==> config.mk <==
export PLATFORM = sky130hd
export DESIGN_NAME = result_streamer
export DESIGN_NICKNAME = d
export VERILOG_FILES = /design/src/rtl/result_streamer.sv
export SDC_FILE = /design/constraint.sdc
export NUM_CORES = 1
export LEC_CHECK = 0
export ABC_AREA = 1
export ABC_CLOCK_PERIOD_IN_PS = 1400
export CAP_MARGIN = 20
export CORE_MARGIN = 1
export CORE_UTILIZATION = 30
export CTS_BUF_LIST = sky130_fd_sc_hd__clkbuf_4
export DETAILED_ROUTE_END_ITERATION = 8
export GPL_ROUTABILITY_DRIVEN = 1
export PLACE_DENSITY = 0.57
export SYNTH_ARGS = -nofsm -noshare
export SYNTH_HDL_FRONTEND = slang
export SYNTH_SLANG_ARGS = --single-unit
==> constraint.sdc <==
create_clock -name clk -period 1.4 [get_ports clk]
set_clock_uncertainty 0.1 [all_clocks]
set_input_delay 0.14 -clock clk [delete_from_list [all_inputs] [get_ports clk]]
set_output_delay 0.14 -clock clk [all_outputs]
set_load 0.005 [all_outputs]
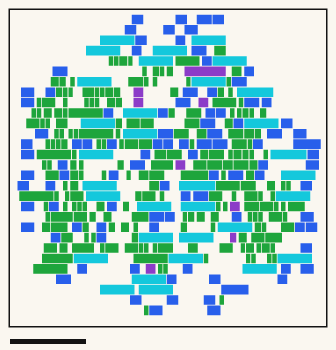
Run 1: placement by cell class
Scale bar: 20 µm.
combinational and other logic -> green  # cells 213
remaining buffers and delay cells -> blue  # cells 97
sequential cells -> cyan  # cells 32
clock drivers and dummy loads -> purple  # cells 8
number of cell rows: 29
Core ar.: 6314 µm²
post-route cell area: 3316 µm²
fin util: 0.5252
share of the final layout cell area in sequential cells: 0.2426

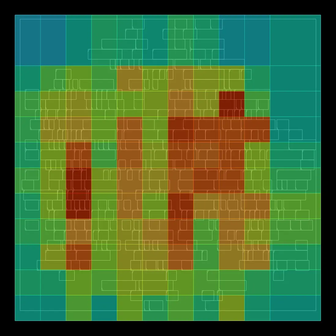
Run 1: congestion heat map
Wirelength per Cell: 12.75 µm
met2 track demand over resource: 0.3098
global routing met3 resource utilization: 0.03407

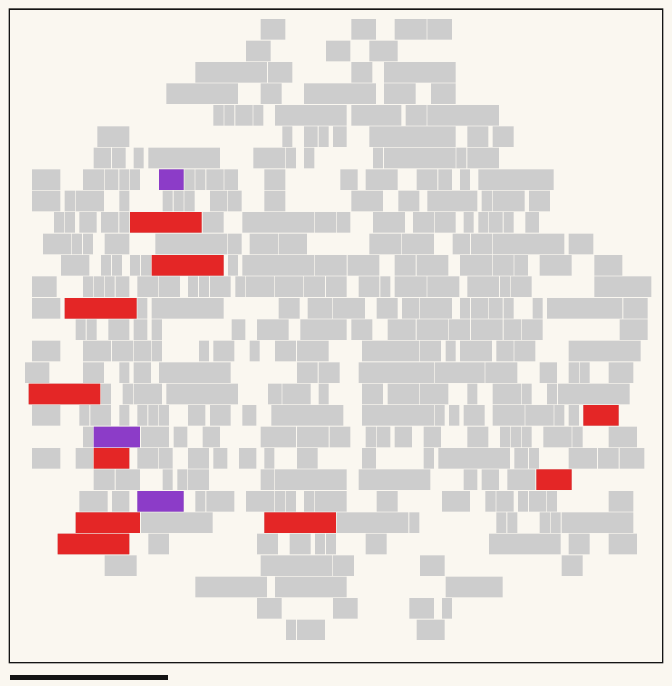
Run 1: gate-type map
Scale bar: 20 µm.
xor and xnor cells -> purple  # cells 3
fa/ha/maj cells -> red  # cells 10
proportion of cell area occupied by multi-input gates: 0.3936
Non-Filler Instances: 427
most common cell after layout, fill and taps aside: nand2_1

==> notes.md <==
Purpose: to document the outcome of synthesis and place and route.

Power and ir drop
The peak supply drop is 893.5 µV. For this design the static power due to leakage is ~0.0017 µW. The power per cell area is between 1500 and 2000 nW/µm².

Route
The via total after detailed routing is ~2000. The number of nets with antenna violations after detailed routing is 0. The length of the first detailed-routing pass in iterations is 4. After detailed routing, the total wire length is between 5 and 6 mm.

The remaining routing DRC violations is 0. The vias per cell is roughly 4.8. The DRC marker count from the first detailed-route iteration is 66.

Worst setup path
The cell with the largest stage delay on the worst path is dfrtp_1. The endpoint type of the worst setup path is a register. The arrival time of data at the worst endpoint is listed as between 1.5 and 2 ns. On the worst path, the slowest cell contributes a delay of 0.43 ns. The maximum fanout along the worst path is 3.

Per STA, the worst path is made up of ha_4 > fa_2 > nand2_2 > nand3_2 > nand2_1 > nand2_1 > o21ai_1. The depth of the worst register-to-register path is 7. The worst register-to-register path has a setup slack of -0.16 ns.

The kind of start point of the critical path is a register. The startpoint-to-endpoint class of the critical path is reg -> reg.

Logic synthesis
The post-synth design cell area is 1954 µm². The share of synthesized registers carrying an async set or reset is 1.000. The chip area in the Yosys report is 1954 µm².

The synthesis report names the predominant flop master as dfrtp_1. The count of instantiated cells in the yosys netlist is 247. The netlist uses 31 different library cells. Counting flops with a built-in enable in the synthesized netlist gives 0. The post-synthesis sequential element count is 32. The part of the Yosys area used for sequential elements is 0.4097.

A synthesized cell averages between 7 and 8 µm².

Flow run
The report counts max-capacitance violations totalling 0. The count of tool warnings is 29.

Clocking
The clock transition at the registers of the reported paths is approximately 0.11 ns. The post-CTS hold buffer count recorded in the log is 0. The tree is rooted in a clkbuf_4. TritonCTS built the clock tree. Counting every sink on the clock net gives 32. The clock H-tree reported by CTS has 2 levels.

The clock tree buffer depth is 2. The number of buffers created by CTS is 5.

GRT
The number of global-route vias before repair is 1953. The initial antenna violation count was 0. The first-pass GRT wire length is a little under 9 mm.

The remaining global-route overflow is 0. The global routing report lists combined usage of all routing layers as 0.1761. Entering global routing, the biggest net connects 33 pins.

Layout
In the final layout, the share of cells above drive strength 1 is 0.4429. Between the synthesized netlist and the finished layout, the area growth was recorded as 69.65%. Across the whole layout, storage elements account for 804.5 µm². The combinational cell area excluding buffers and inverters is roughly 1300 µm². Fill cells in the final layout number around 600. The number of antenna diodes in the final layout is 0.

Placed design
The number of input and output port buffers inserted is 32. The total placed instance area is 2696 µm². Per the gpl log, the routability congestion estimate is ~0.86. In the placement report, post-DP HPWL is listed as ~3.7 mm. Logged for this run, the post-placement worst setup slack is -0.4113 ns.

Floorplan
The pre-placement core utilization is 0.3096. The floorplan step set the die height to 82.71 µm. The full die area is 6841 µm².

Run status
The run finished, with violations left. The final reports fail on setup timing.

Final timing
Subtracting the final worst setup slack from the clock period gives between 1.5 and 2 ns. The final timing summary puts the cycle share of the worst path at 1.114. After layout, the worst setup slack is -0.1594 ns. In the final report, the number of hold violations comes to 0. Based on the critical path, the design can be clocked at up to around 640 MHz.

Setup violations remaining at the end of the flow were counted as 27. Pins over their slew limit in the final report were tallied at 0.

Worst hold path
The worst hold path belongs to the class in -> async.
-- run 1: cells in the mapped netlist (2+ instances only) --
cell type | instances | area share
nor3_1 | 3 | 0.0077
ha_1 | 9 | 0.058
nand3_1 | 31 | 0.079
inv_2 | 6 | 0.012
nand4_1 | 5 | 0.016
nand2_2 | 4 | 0.013
xnor2_1 | 2 | 0.0090
nor2_1 | 11 | 0.021
and3_1 | 2 | 0.0064
nand2_1 | 71 | 0.14
dfrtp_1 | 32 | 0.41
o21ai_0 | 8 | 0.020
nand3_2 | 3 | 0.015
a21oi_1 | 3 | 0.0077
o22ai_1 | 2 | 0.0064
o21ai_1 | 2 | 0.0051
nor2_2 | 2 | 0.0064
nand2_4 | 4 | 0.023
nor2_4 | 4 | 0.023
inv_1 | 28 | 0.054
o211ai_1 | 4 | 0.015
buf_4 | 2 | 0.0077
-- run 1: critical path, delay by kind of cell, from the launching register on --
kind | cells | cell delay, ns
adder cells (fa/ha/maj) | 2 | 0.57
flip-flops | 1 | 0.43
AND/OR/NAND/NOR | 4 | 0.27
AND-OR/OR-AND | 1 | 0.12
-- run 1: cell type report --
type	count	share of cell area
repair buffers	97	0.2645
clock buffers	6	0.01358
inverters	35	0.04604
multi-input cells	178	0.3936
flip-flops and latches	32	0.2426
clock inverters	2	0.01057
well taps	77	0.02906
-- run 1: where the power goes --
part | total (µW) | internal (µW) | switching [µW]
logic | 3940 | 2010 | 1930
registers | 1520 | 1260 | 258
clock network | 732 | 394 | 338
-- run 1: cell usage in the layout, fill, tap and decap left out, drive strengths merged, types with 6 or more instances in the layout --
cell,instances
buf,66
nor2,17
nand2,80
dlygate4sd2,17
o21ai,11
clkdlybuf4s50,11
dfrtp,32
nand3,35
inv,33
clkbuf,6
ha,9
-- run 1: cell families after synthesis --
group / share of synthesized area
other cells: 0.001919
xor+xnor: 0.01345
flops: 0.4097
compound gates: 0.06338
buf+inv: 0.08322
fa+ha+maj: 0.06786
simple gates: 0.3604
-- run 1: timing repair --
action / 4_1_cts / 5_1_grt
setup buffers: 18 / 8
cloned: 1 / 0
pin swaps: 28 / 21
endpoints found under the setup margin: 47 / 34
resized: 84 / 37
-- run 1: stage by stage --
stage / total power (µW) / std cells / hold WS [ns]
6_report: 6185 / 427 / 0.02278
5_1_grt: 6725 / 427 / 0.06682
4_1_cts: 5846 / 420 / 0.02184
3_5_place_dp: 4455 / 396 / 0.2427
3_3_place_gp: 4413 / 396 / 0.2368
2_1_floorplan: 3065 / 247 / 0.07143
-- run 1: layer usage --
metal,global-route usage,share of wire,vias to the layer above
met4,0.06034,0.015,0
li1,-,-,1013
met2,0.3098,0.53,54
met3,0.03407,0.045,8
met1,0.2130,0.41,954
met5,0,0,-
Power and IR drop assume default switching activity.
